### config.mk
export PLATFORM = sky130hd
export DESIGN_NAME = uart_tx
export DESIGN_NICKNAME = d
export VERILOG_FILES = /design/src/rtl/uart_pkg.sv /design/src/rtl/uart_tx_fifo.sv /design/src/rtl/uart_tx.sv
export SDC_FILE = /design/constraint.sdc
export NUM_CORES = 1
export LEC_CHECK = 0
export CAP_MARGIN = 20
export CELL_PAD_IN_SITES_DETAIL_PLACEMENT = 1
export CELL_PAD_IN_SITES_GLOBAL_PLACEMENT = 1
export CORE_UTILIZATION = 41
export CTS_CLUSTER_SIZE = 20
export DETAILED_ROUTE_END_ITERATION = 6
export HOLD_SLACK_MARGIN = 0.02
export PLACE_DENSITY = 0.83
export SETUP_SLACK_MARGIN = 0.15
export SYNTH_ARGS = -nofsm -noshare
export SYNTH_HDL_FRONTEND = slang
export SYNTH_HIERARCHICAL = 1
export SYNTH_SLANG_ARGS = --single-unit
### constraint.sdc
create_clock -name clk -period 2.38 [get_ports clk]
set_input_delay 0.595 -clock clk [delete_from_list [all_inputs] [get_ports clk]]
set_output_delay 0.595 -clock clk [all_outputs]
set_load 0.005 [all_outputs]
### src/rtl/uart_pkg.sv
// rtl/uart_pkg.sv - shared UART definitions (tx state encoding, data width)
package uart_pkg;

    localparam int UART_DATA_BITS = 8;

    typedef enum logic [1:0] {
        IDLE  = 2'd0,
        START = 2'd1,
        DATA  = 2'd2,
        STOP  = 2'd3
    } tx_state_e;

endpackage

### src/rtl/uart_tx_fifo.sv
// rtl/uart_tx_fifo.sv - synchronous byte FIFO, wrap-bit pointers for full/empty
module uart_tx_fifo #(
    parameter int depth = 4,
    parameter int width = 8
) (
    input  logic             clk,
    input  logic             resetn,
    input  logic [width-1:0] in_tdata,
    input  logic             in_tvalid,
    output logic             in_tready,
    output logic [width-1:0] out_tdata,
    output logic             out_tvalid,
    input  logic             out_tready
);

    localparam int AW = $clog2(depth);

    logic [AW:0]      wr_ptr_q, wr_ptr_d;
    logic [AW:0]      rd_ptr_q, rd_ptr_d;
    logic [width-1:0] mem_q [depth];
    logic             full, empty, push, pop;

    // Same index with differing wrap bits means the writer lapped the reader.
    assign empty = (wr_ptr_q == rd_ptr_q);
    assign full  = (wr_ptr_q[AW] != rd_ptr_q[AW]) &&
                   (wr_ptr_q[AW-1:0] == rd_ptr_q[AW-1:0]);

    assign push       = in_tvalid && !full;
    assign pop        = out_tready && !empty;
    assign in_tready  = !full;
    assign out_tvalid = !empty;
    assign out_tdata  = mem_q[rd_ptr_q[AW-1:0]];

    always_comb begin
        wr_ptr_d = wr_ptr_q + {{AW{1'b0}}, push};
        rd_ptr_d = rd_ptr_q + {{AW{1'b0}}, pop};
    end

    always_ff @(posedge clk or negedge resetn) begin
        if (!resetn) begin
            wr_ptr_q <= '0;
            rd_ptr_q <= '0;
        end else begin
            wr_ptr_q <= wr_ptr_d;
            rd_ptr_q <= rd_ptr_d;
        end
    end

    always_ff @(posedge clk) begin
        if (push) begin
            mem_q[wr_ptr_q[AW-1:0]] <= in_tdata;
        end
    end

endmodule

### src/rtl/uart_tx.sv
// rtl/uart_tx.sv - 8N1 UART transmitter; UART_TX_FIFO_EN adds an input byte FIFO
module uart_tx
    import uart_pkg::*;
#(
    parameter int clocks_per_bit = 4,
    parameter int stop_bits      = 1,
    parameter int fifo_depth     = 4
) (
    input  logic       clk,
    input  logic       resetn,
    input  logic [7:0] in_data,
    input  logic       in_valid,
    output logic       out_ready,
    output logic       out_serial,
    output logic       out_busy
);

    localparam int CW = $clog2(clocks_per_bit);
    localparam int IW = $clog2(UART_DATA_BITS);

    if (clocks_per_bit < 2 || stop_bits < 1 || stop_bits > 2 || fifo_depth < 2 ||
        (fifo_depth & (fifo_depth - 1)) != 0) begin : g_bad_param
        $error("uart_tx: illegal parameter value");
    end

    tx_state_e                 state_q, state_d;
    logic [CW-1:0]             cycle_count_q, cycle_count_d;
    logic [IW-1:0]             bit_index_q, bit_index_d;
    logic                      stop_index_q, stop_index_d;
    logic [UART_DATA_BITS-1:0] shift_q, shift_d;
    logic                      out_serial_q, out_serial_d;

    logic                      bit_end, last_stop, can_load, load, src_valid;
    logic [7:0]                src_data;

    assign bit_end   = (cycle_count_q == CW'(clocks_per_bit - 1));
    assign last_stop = (state_q == STOP) && bit_end && (stop_index_q == 1'(stop_bits - 1));
    // The final stop cycle doubles as a load slot so frames can run gapless.
    assign can_load  = (state_q == IDLE) || last_stop;
    assign load      = can_load && src_valid;

`ifdef UART_TX_FIFO_EN
    logic fifo_in_ready;

    uart_tx_fifo #(
        .depth (fifo_depth),
        .width (UART_DATA_BITS)
    ) u_fifo (
        .clk        (clk),
        .resetn     (resetn),
        .in_tdata   (in_data),
        .in_tvalid  (in_valid),
        .in_tready  (fifo_in_ready),
        .out_tdata  (src_data),
        .out_tvalid (src_valid),
        .out_tready (can_load)
    );

    assign out_ready = fifo_in_ready;
    assign out_busy  = (state_q != IDLE) || src_valid;
`else
    assign src_valid = in_valid;
    assign src_data  = in_data;
    assign out_ready = can_load;
    assign out_busy  = (state_q != IDLE);
`endif

    assign out_serial = out_serial_q;

    always_comb begin
        state_d       = state_q;
        cycle_count_d = bit_end ? '0 : cycle_count_q + CW'(1);
        bit_index_d   = bit_index_q;
        stop_index_d  = stop_index_q;
        shift_d       = shift_q;
        out_serial_d  = 1'b1;
        case (state_q)
            IDLE: begin
                cycle_count_d = '0;
                if (load) begin
                    state_d = START;
                    shift_d = src_data;
                end
            end
            START: begin
                out_serial_d = 1'b0;
                if (bit_end) begin
                    state_d     = DATA;
                    bit_index_d = '0;
                end
            end
            DATA: begin
                out_serial_d = shift_q[0];
                if (bit_end) begin
                    shift_d     = shift_q >> 1;
                    bit_index_d = bit_index_q + IW'(1);
                    if (bit_index_q == IW'(UART_DATA_BITS - 1)) begin
                        state_d      = STOP;
                        stop_index_d = 1'b0;
                    end
                end
            end
            STOP: begin
                out_serial_d = 1'b1;
                if (last_stop) begin
                    if (load) begin
                        state_d = START;
                        shift_d = src_data;
                    end else begin
                        state_d = IDLE;
                    end
                end else if (bit_end) begin
                    stop_index_d = 1'b1;
                end
            end
            default: state_d = IDLE;
        endcase
    end

    always_ff @(posedge clk or negedge resetn) begin
        if (!resetn) begin
            state_q       <= IDLE;
            cycle_count_q <= '0;
            bit_index_q   <= '0;
            stop_index_q  <= 1'b0;
            shift_q       <= '0;
            out_serial_q  <= 1'b1;
        end else begin
            state_q       <= state_d;
            cycle_count_q <= cycle_count_d;
            bit_index_q   <= bit_index_d;
            stop_index_q  <= stop_index_d;
            shift_q       <= shift_d;
            out_serial_q  <= out_serial_d;
        end
    end

endmodule

### Routing congestion map, run 1

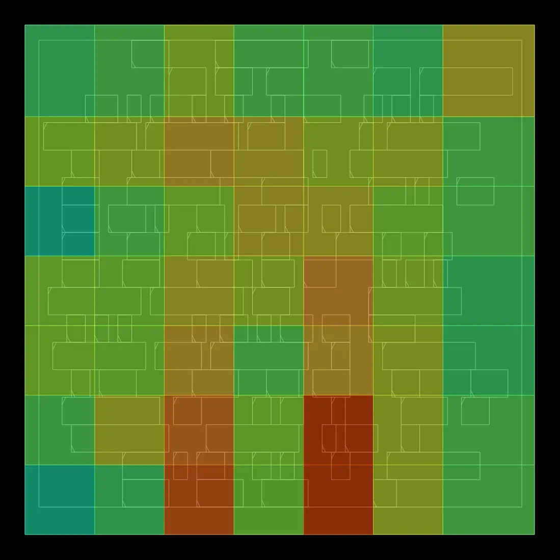
routed len/inst: 13.3 um
Global Route Usage Sum: 17.3%
GR peak layer: met2
GR met2 Demand/Resource: 30.0%

### Wire density map, run 1

The bar under the picture is 20 um long. 10 x 10 tiles, from dark blue (low) to red (high), scaled to the fullest tile. Values are wire area over tile area, all layers added.
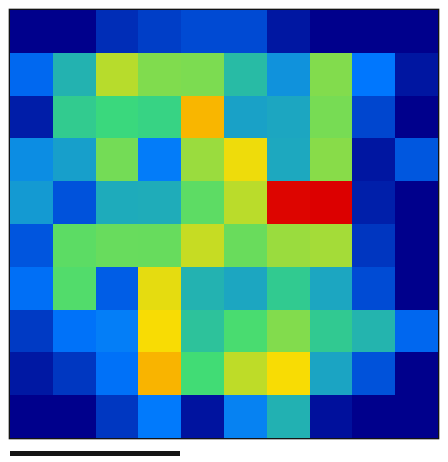
The fullest tile reaches 0.32. The densest ninth of the die: middle. The mean over all tiles is 0.11. 14% of the tiles are nearly empty. 30% of the tiles are over half the peak.
total via count in the routed design: 681
overall routed net length: 1790 um

==> results.txt, run 1 <==
Here are the numbers from the latest Yosys + OpenROAD run.

By instance count after routing, the leading logic cell type is sky130_fd_sc_hd__dfrtp_1. The number of global-route vias before repair came out at around 700. The final setup TNS is 0 ps. The post-synthesis xor/xnor area fraction is 0%. The startpoint identified for the worst hold timing path is cycle_count_q[0]$_DFF_PN0_. In this run, the synthesized area fraction spent on AND-OR/OR-AND gates is recorded as between 10% and 20%. The prevailing logic family in the synthesized netlist is AND-OR/OR-AND gates. Non-clock buffers in the final layout number 18. The area taken by multi-input logic gates is 487 um2.

The sequential power is approximately 0.51 mW. The share of total power in sequential cells came out at around 35%. The number of iterations in the first detailed-routing pass is 2. Per the cell usage report, the commonest logic cells after layout are 14 x sky130_fd_sc_hd__dfrtp_1, 11 x sky130_fd_sc_hd__clkdlybuf4s50_1, 8 x sky130_fd_sc_hd__mux2i_1, 8 x sky130_fd_sc_hd__nor2_1. Counting buffers and inverters, the worst setup path is 4 cells deep. The register share after synthesis came out at roughly 44%. The cell type with the highest aggregate area in the netlist is sky130_fd_sc_hd__dfrtp_1. The commonest register cell is sky130_fd_sc_hd__dfrtp_1.

Clock tree synthesis selected as its root buffer the cell sky130_fd_sc_hd__clkbuf_4. For this run the detailed placement stage logged an HPWL of between 1000 and 1500 um. The flow ran to the end, and the final reports show no timing, DRC or antenna violations.

The yosys stat chip area is between 900 and 1000 um2. The maximum vdd drop is 0.663 mV. The maximum count of clock buffers along a single path is 2.

The most common cell in the synthesized netlist is sky130_fd_sc_hd__dfrtp_1. For reference, the final report shows the max-slew violation count at 0. The total number of sequential cells is 17. The multi-input logic portion of the cell area came out at about 41%. Cells fill about 53% of the core in the end. The initial antenna violation count is 0. The power in combinational cells is 0.816 mW.

The count of inserted tapcells came out at 28. The number of vias per cell came out at just over 5. The floorplan has 17 rows. The summed area of non-filler cells in the final layout came out at approximately 1200 um2. The floorplan step records an initial core utilization of a little over two fifths. The leakage dissipation came out at between 0.5 and 0.6 nW. The instance count after placement with tap cells included is between 100 and 150.

The arrival time of data at the worst endpoint is listed as ~1500 ps. The number of different library cells in the post-synthesis netlist is 28. Timing would allow up to a little under 500 MHz. The class occupying the most area after layout is reported as multi-input combinational cells. The power in the clock group came out at around 0.15 mW. The filler cell count is 265.

Cells with a size suffix above 1 make up roughly a fifth of the layout. The filler-free cell count of the finished design came out at 134. The clock tree from TritonCTS is yes. Summed over all nets, the switching power comes to about 0.6 mW. In this run the horizontal extent of the chip is slightly above 50 um. The total I/O pin count came out at 14. Registers take around 430 um2. The core area came out at between 2000 and 2500 um2. The placer's final routability congestion estimate is about 0.72. The tally of max-capacitance violations came out at 0.

The number of buffers inserted by post-CTS setup repair came out at 0. The most critical min-delay path falls under reg2reg. The number of sinks handled by clock tree synthesis is 17.

The number of hold buffers added after CTS is 0. The number of antenna-violating nets in the routed design is 0. The synthesis warning total came out at 6.

The share of cell area taken by muxes after synthesis came out at a little under a tenth. The main area contributors are sky130_fd_sc_hd__dfrtp_1 42%, sky130_fd_sc_hd__ha_1 12%, sky130_fd_sc_hd__mux2i_1 8.3%, sky130_fd_sc_hd__a21oi_1 3.6%, sky130_fd_sc_hd__nor2_1 3.1%. The detailed-route DRC error count is 0.
### Metal layers overlaid, run 1

The bar under the picture is 20 um long.
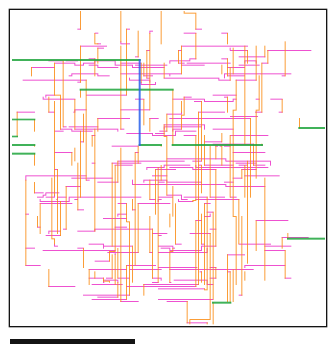
Blue marks M4, wire length 13.6 um. Magenta marks M1, wire length 795 um. Green marks M3, wire length 76.1 um. Orange marks M2, wire length 901 um.

## run 1: per-layer routing
layer	vias up	share of wire [%]	GRT usage (%)
met4	0	0.73	4.17
met2	13	50	30.0
met3	2	4.3	6.67
met5	-	0	0
met1	324	44	20.0
li1	342	-	-
## run 1: flip-flops by register name, indices dropped and copies added (netlist names)
name and flops:
shift_q 8, cycle_count_q 2, bit_index_q 3, stop_index_q 1, state_q 2, out_serial 1
## run 1: worst paths after layout
path                                                   end  slack, ps
worst max register to register      state_q[1]$_DFFE_PN0P_        430
max in group asynchronous             out_serial$_DFF_PN1_       1500
worst max-delay path                             out_ready        320
worst min register to register  cycle_count_q[0]$_DFF_PN0_        440
worst min-delay path            cycle_count_q[0]$_DFF_PN0_        440
min in group asynchronous           shift_q[7]$_DFFE_PN0P_        630
==> run 1 -> run 2 <==
--- a/config.mk
+++ b/config.mk
@@ -11,6 +11,7 @@
 export CORE_UTILIZATION = 41
 export CTS_CLUSTER_SIZE = 20
 export DETAILED_ROUTE_END_ITERATION = 6
+export GPL_ROUTABILITY_DRIVEN = 0
 export HOLD_SLACK_MARGIN = 0.02
 export PLACE_DENSITY = 0.83
 export SETUP_SLACK_MARGIN = 0.15
### Sequential cells coloured by netlist name, run 2

The bar under the picture is 20 um long. Other sequential cells in the stronger grey, the rest of the logic in the fainter grey.
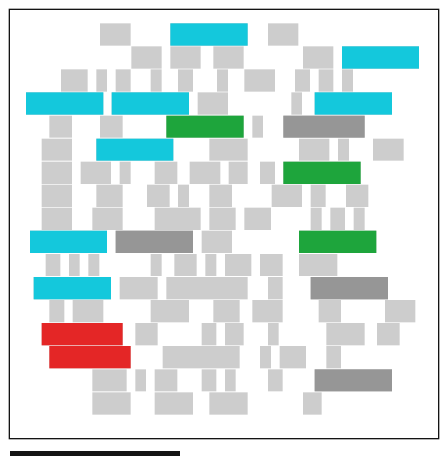
Green marks bit_index_q, placed flops 3. Cyan marks shift_q, placed flops 8. Red marks state_q, placed flops 2.
Another 4 sequential cells are not coloured.

### Metal layers overlaid, run 2

The bar under the picture is 20 um long.
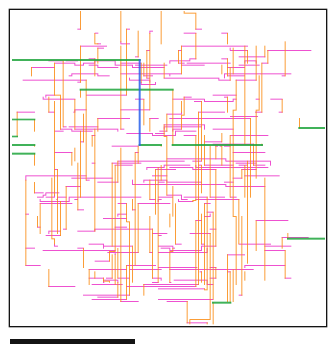
Orange marks M2, wire length 901 um. Green marks M3, wire length 76.1 um. Magenta marks M1, wire length 795 um. Blue marks M4, wire length 13.6 um.

==> results.txt, run 2 <==
Here are the numbers from the latest Yosys + OpenROAD run.

The sequential power came out at a little over 0.5 mW. The number of buffers inserted by post-CTS setup repair came out at 0. The area taken by multi-input logic gates is slightly below 500 um2.

The number of instances on the worst hold path is 1. The number of vias per cell is 5.08. Per the final layout report, the fraction of cells sized above drive strength 1 comes to about a fifth. The final design utilization came out at between 50 and 60%. Per the synth stats, the flop cell with the highest instance count is sky130_fd_sc_hd__dfrtp_1. The register with the highest flop count is shift_q. The number of placement rows came out at 17. The data arrival time of the worst path came out at 1470 ps. The detailed-route DRC error count came out at 0. The summed area of non-filler cells in the final layout is between 1000 and 1500 um2. The die is about 50 um wide. The total number of vias came out at 681. The flow ran to the end, and the final reports show no timing, DRC or antenna violations. TritonCTS built the clock tree. For the clock group, total power comes out at around 0.15 mW.

The worst-case IR drop observed on VDD is around 0.66 mV. For this run, global-route usage on met1 was measured as 20.0%. The core area is 2210 um2. In the final layout, the fill cell count is roughly 270. Adding up every negative setup slack in the final design gives 0 ps. The total routing usage reported by global routing is ~17%. The synthesis warning total is 6.

Counting plain and timing-repair buffers in the layout gives 18. The yosys stat chip area came out at between 900 and 1000 um2. The switching power total came out at 0.589 mW. The clock passes through at most 2 buffers. The pre-antenna-repair detailed-routing pass consisted of 2 iterations. The number of flip-flops under the largest register name came out at 8.

The floorplan report gives the top-level pin count as 14. According to the cell report, flip-flops and latches in the layout number 17. The library cells used most frequently in the layout, excluding fill and tap cells, are 14 x sky130_fd_sc_hd__dfrtp_1, 11 x sky130_fd_sc_hd__clkdlybuf4s50_1, 8 x sky130_fd_sc_hd__mux2i_1, 8 x sky130_fd_sc_hd__nor2_1. met2 is the most crowded layer. The area taken by flip-flops and latches is approximately 430 um2. met2 track demand over resource after global routing is between 30% and 40%. The total stage count of the critical path came out at 4.

Summed over all layers, the routed wires come to 1790 um. The number of global-route vias before repair came out at ~700. The multi-input logic portion of the cell area is between 40 and 50%.

The timing report gives the worst reg2reg path a setup slack of 430 ps. In the post-synthesis netlist, the biggest area contributors are sky130_fd_sc_hd__dfrtp_1 42%, sky130_fd_sc_hd__ha_1 12%, sky130_fd_sc_hd__mux2i_1 8.3%, sky130_fd_sc_hd__a21oi_1 3.6%, sky130_fd_sc_hd__nor2_1 3.1%. The synthesis stats list as the most numerous cell sky130_fd_sc_hd__dfrtp_1. The root cell of the clock tree is sky130_fd_sc_hd__clkbuf_4. The endpoint of the most critical register-to-register path is state_q[1]$_DFFE_PN0P_.

The number of different library cells in the post-synthesis netlist came out at 28. In the final layout, the registers with the most flip-flops are shift_q x8, bit_index_q x3. The critical path ends at out_ready.

The share of the core area taken by cells at floorplan is a little over two fifths. The share of total power in sequential cells came out at between 30% and 40%. After clock tree synthesis, the flow added hold-fix buffers numbering 0. The wire length per cell came out at 13.3 um.
run 2: cell counts after synthesis:
Identical to the previous run, type by type.
run 2: logic make-up after synthesis:
logic type / share of synthesized area, %
muxes: 9.48
and+or+nand+nor: 11.0
adders and majority gates: 11.7
buffers and inverters: 6.75
DFF: 44.3
AOI/OAI and AO/OA: 16.8
run 2: metrics by stage:
| stage | hold slack, ps | instances |
|---|---|---|
| finish | 439 | 134 |
| global route | 469 | 134 |
| CTS | 445 | 133 |
| detailed placement | 430 | 129 |
| global placement | 429 | 129 |
| floorplan | 299 | 89 |
run 2: routing by layer:
layer	vias to the layer above	wire [um]
li1	342	-
met1	324	794
met2	13	901
met3	2	76
met4	0	13
met5	-	0
==> run 2 -> run 3 <==
--- a/config.mk
+++ b/config.mk
@@ -14,7 +14,7 @@
 export GPL_ROUTABILITY_DRIVEN = 0
 export HOLD_SLACK_MARGIN = 0.02
 export PLACE_DENSITY = 0.83
-export SETUP_SLACK_MARGIN = 0.15
+export SETUP_SLACK_MARGIN = 0.4
 export SYNTH_ARGS = -nofsm -noshare
 export SYNTH_HDL_FRONTEND = slang
 export SYNTH_HIERARCHICAL = 1
### Metal layers overlaid, run 3

The bar under the picture is 20 um long.
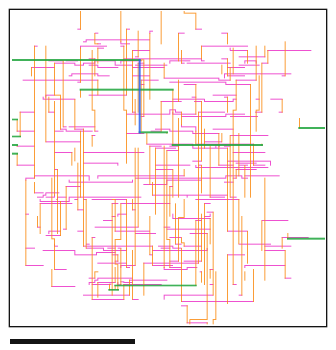
Magenta marks M1, wire length 818 um. Blue marks M4, wire length 11.6 um. Orange marks M2, wire length 955 um. Green marks M3, wire length 80.7 um.

### Sequential cells coloured by netlist name, run 3

The bar under the picture is 20 um long. Other sequential cells in the stronger grey, the rest of the logic in the fainter grey.
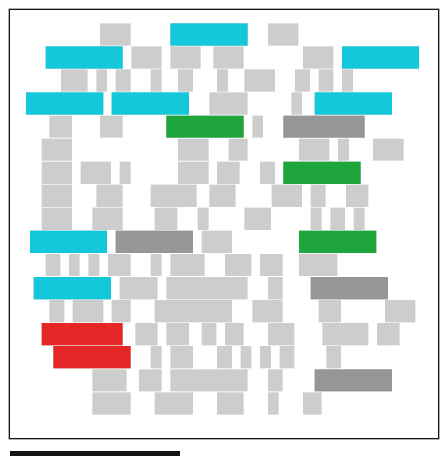
Green marks bit_index_q, placed flops 3. Red marks state_q, placed flops 2. Cyan marks shift_q, placed flops 8.
Another 4 sequential cells are not coloured.

==> results.txt, run 3 <==
Here are the numbers from the latest Yosys + OpenROAD run.

The final design utilization came out at a little over half. The cell type with the highest aggregate area in the netlist is sky130_fd_sc_hd__dfrtp_1. The number of flip-flops under the largest register name is 8.

The timing report shows that the slowest cell on the worst path is sky130_fd_sc_hd__dfrtp_1. The OpenROAD report gives the critical path a data arrival time of 1320 ps. The largest registers in the layout are shift_q x8, bit_index_q x3.

The overall power after layout is between 1.5 and 2 mW. Of the cells placed in the final design, the portion with a size suffix greater than 1 is 23.1%. TritonCTS built the clock tree. Setup repair after global routing could not meet its margin everywhere. The maximum vdd drop came out at between 0.6 and 0.7 mV. The detailed-route DRC error count is 0. Looking at hold timing, the worst path starts from cycle_count_q[0]$_DFF_PN0_. The max-slew violation count came out at 0. In this run the static leakage power is 0.522 nW. The tree is rooted in a sky130_fd_sc_hd__clkbuf_4. The wire length per cell came out at roughly 14 um.

In this run, distinct cell masters in the synthesized netlist total 28. The most used flip-flop cell after synthesis is sky130_fd_sc_hd__dfrtp_1. After synthesis, the most frequently instantiated cells are 16 x sky130_fd_sc_hd__dfrtp_1, 9 x sky130_fd_sc_hd__ha_1, 8 x sky130_fd_sc_hd__mux2i_1, 8 x sky130_fd_sc_hd__nor2_1.

The placed instances occupy a cell area of 1120 um2. The number of global-route vias before repair came out at just over 700. The flow ran to the end, and the final reports show no timing, DRC or antenna violations. Sorting the synthesis cell report by count puts at the top sky130_fd_sc_hd__dfrtp_1. Summing the areas of all xor and xnor instances in the mapped netlist gives 0% of the synthesized area. The synthesis warning total came out at 6. Counting every sink on the clock net gives 17. The actual slew at the worst max-slew pin is approximately 360 ps. The number of violations reported at the end of detailed-routing iteration 0 came out at 6. The total routing usage reported by global routing came out at roughly 18%. The total stage count of the critical path came out at 4. The share of synthesized cell area in full adder, half adder and majority cells came out at around an eighth. After Yosys synthesis, and, or, nand and nor cells account for around 11% of the synthesized area. The most critical hold endpoint after final layout shows a slack of roughly 440 ps.

The final cycle utilization of the critical path came out at between 80% and 90%. The number of diodes is 0. The core area came out at between 2000 and 2500 um2. The share of cell area taken by muxes after synthesis came out at under 10%.

The HPWL reported at the end of detailed placement is between 1000 and 1500 um. The initialized floorplan defines 17 standard-cell rows. For this run, the detailed router reports a per-instance via density of 5.11. The yosys stat chip area came out at roughly 960 um2. Among the non-sequential cells, AND-OR/OR-AND gates take the most area. The final setup TNS came out at 0 ps. The main area contributors are sky130_fd_sc_hd__dfrtp_1 42%, sky130_fd_sc_hd__ha_1 12%, sky130_fd_sc_hd__mux2i_1 8.3%, sky130_fd_sc_hd__a21oi_1 3.6%, sky130_fd_sc_hd__nor2_1 3.1%. In this run the worst setup path terminates at out_ready.

The most critical setup path has its startpoint at cycle_count_q[0]$_DFF_PN0_. The most common logic cells in the final layout are 15 x sky130_fd_sc_hd__dfrtp_1, 11 x sky130_fd_sc_hd__clkdlybuf4s50_1, 8 x sky130_fd_sc_hd__mux2i_1, 8 x sky130_fd_sc_hd__nor2_1, 7 x sky130_fd_sc_hd__a21oi_1. The yosys stat cell total is between 80 and 90. The total I/O pin count is 14. Before placement the cells fill between 40% and 50% of the core. The type recorded for the worst min-delay path is reg2reg. The initial antenna violation count came out at 0. Once detail routing completed, the nets flagged for antenna violations numbered 0. The most frequent logic cell in the layout is sky130_fd_sc_hd__dfrtp_1. After clock tree synthesis, the clock-pin slew on the worst setup and hold paths is roughly 90 ps.

The number of cells on the worst hold path is listed as 1. The worst setup path is of the reg2out kind. The filler-free cell count of the finished design is about 140.

The buffer-and-inverter tally for the worst setup path is 1. shift_q holds more flip-flops than any other register. The total tool warning count is 33. The largest net degree at the start of global routing is 18. STA lists the maximum fanout along the critical path as 2. The compound-cell area share of the yosys netlist came out at approximately 17%.

The instance count after placement with tap cells included came out at around 130. The endpoint of the worst hold path is reported as cycle_count_q[0]$_DFF_PN0_. The maximum count of clock buffers along a single path is 2. The reg2reg setup slack is around 540 ps. The power density over the cells came out at between 1000 and 1500 nW/um2. The number of iterations in the first detailed-routing pass came out at 4.

The required time at the worst-slack endpoint is roughly 1800 ps. The number of buffers inserted during clock tree synthesis is 3. The horizontal die size came out at approximately 50 um.

STA classifies the critical path startpoint as a flip-flop. The clock latency reported for the late side of the worst-skew pair is between 200 and 300 ps. The maximum achievable frequency is 522 MHz.

The register share after synthesis came out at about 44%. The routed design has 1870 um of wire. In this run the maximum-capacitance check reported violations numbering 0. The setup slack after layout came out at 463 ps.

The maximum level of the CTS H-tree came out at 1. The endpoint of the most critical register-to-register path is state_q[0]$_DFFE_PN0P_. The summed area of non-filler cells in the final layout came out at 1200 um2. The total number of vias is a little under 700.
## run 3: final cells by class
class / count / area [um2]
Sequential cell: 17 / 428
Tap cell: 28 / 35.0
Multi-Input combinational cell: 60 / 502
Timing Repair Buffer: 20 / 180
Inverter: 7 / 28.8
Clock inverter: 1 / 5.00
Clock buffer: 3 / 22.5
Fill cell: 262 / 1010
## run 3: what timing repair did
action,CTS,global route
setup buffers,3,0
resized,8,8
hold buffers,0,0
endpoints found under the setup margin,3,12
## run 3: metal layers
metal / wire length (um) / global-route usage, %
met2: 955 / 30.9
met1: 818 / 20.8
met3: 80 / 6.36
met5: 0 / 0
met4: 11 / 4.17
## run 3: where the power goes
part	switching (mW)	internal, mW	total, mW
sequential	0.0760	0.426	0.502
combinational	0.447	0.435	0.881
clock	0.0885	0.0625	0.151
total	0.611	0.923	1.53
No activity file was given, so power comes from the tool's default toggle rates.
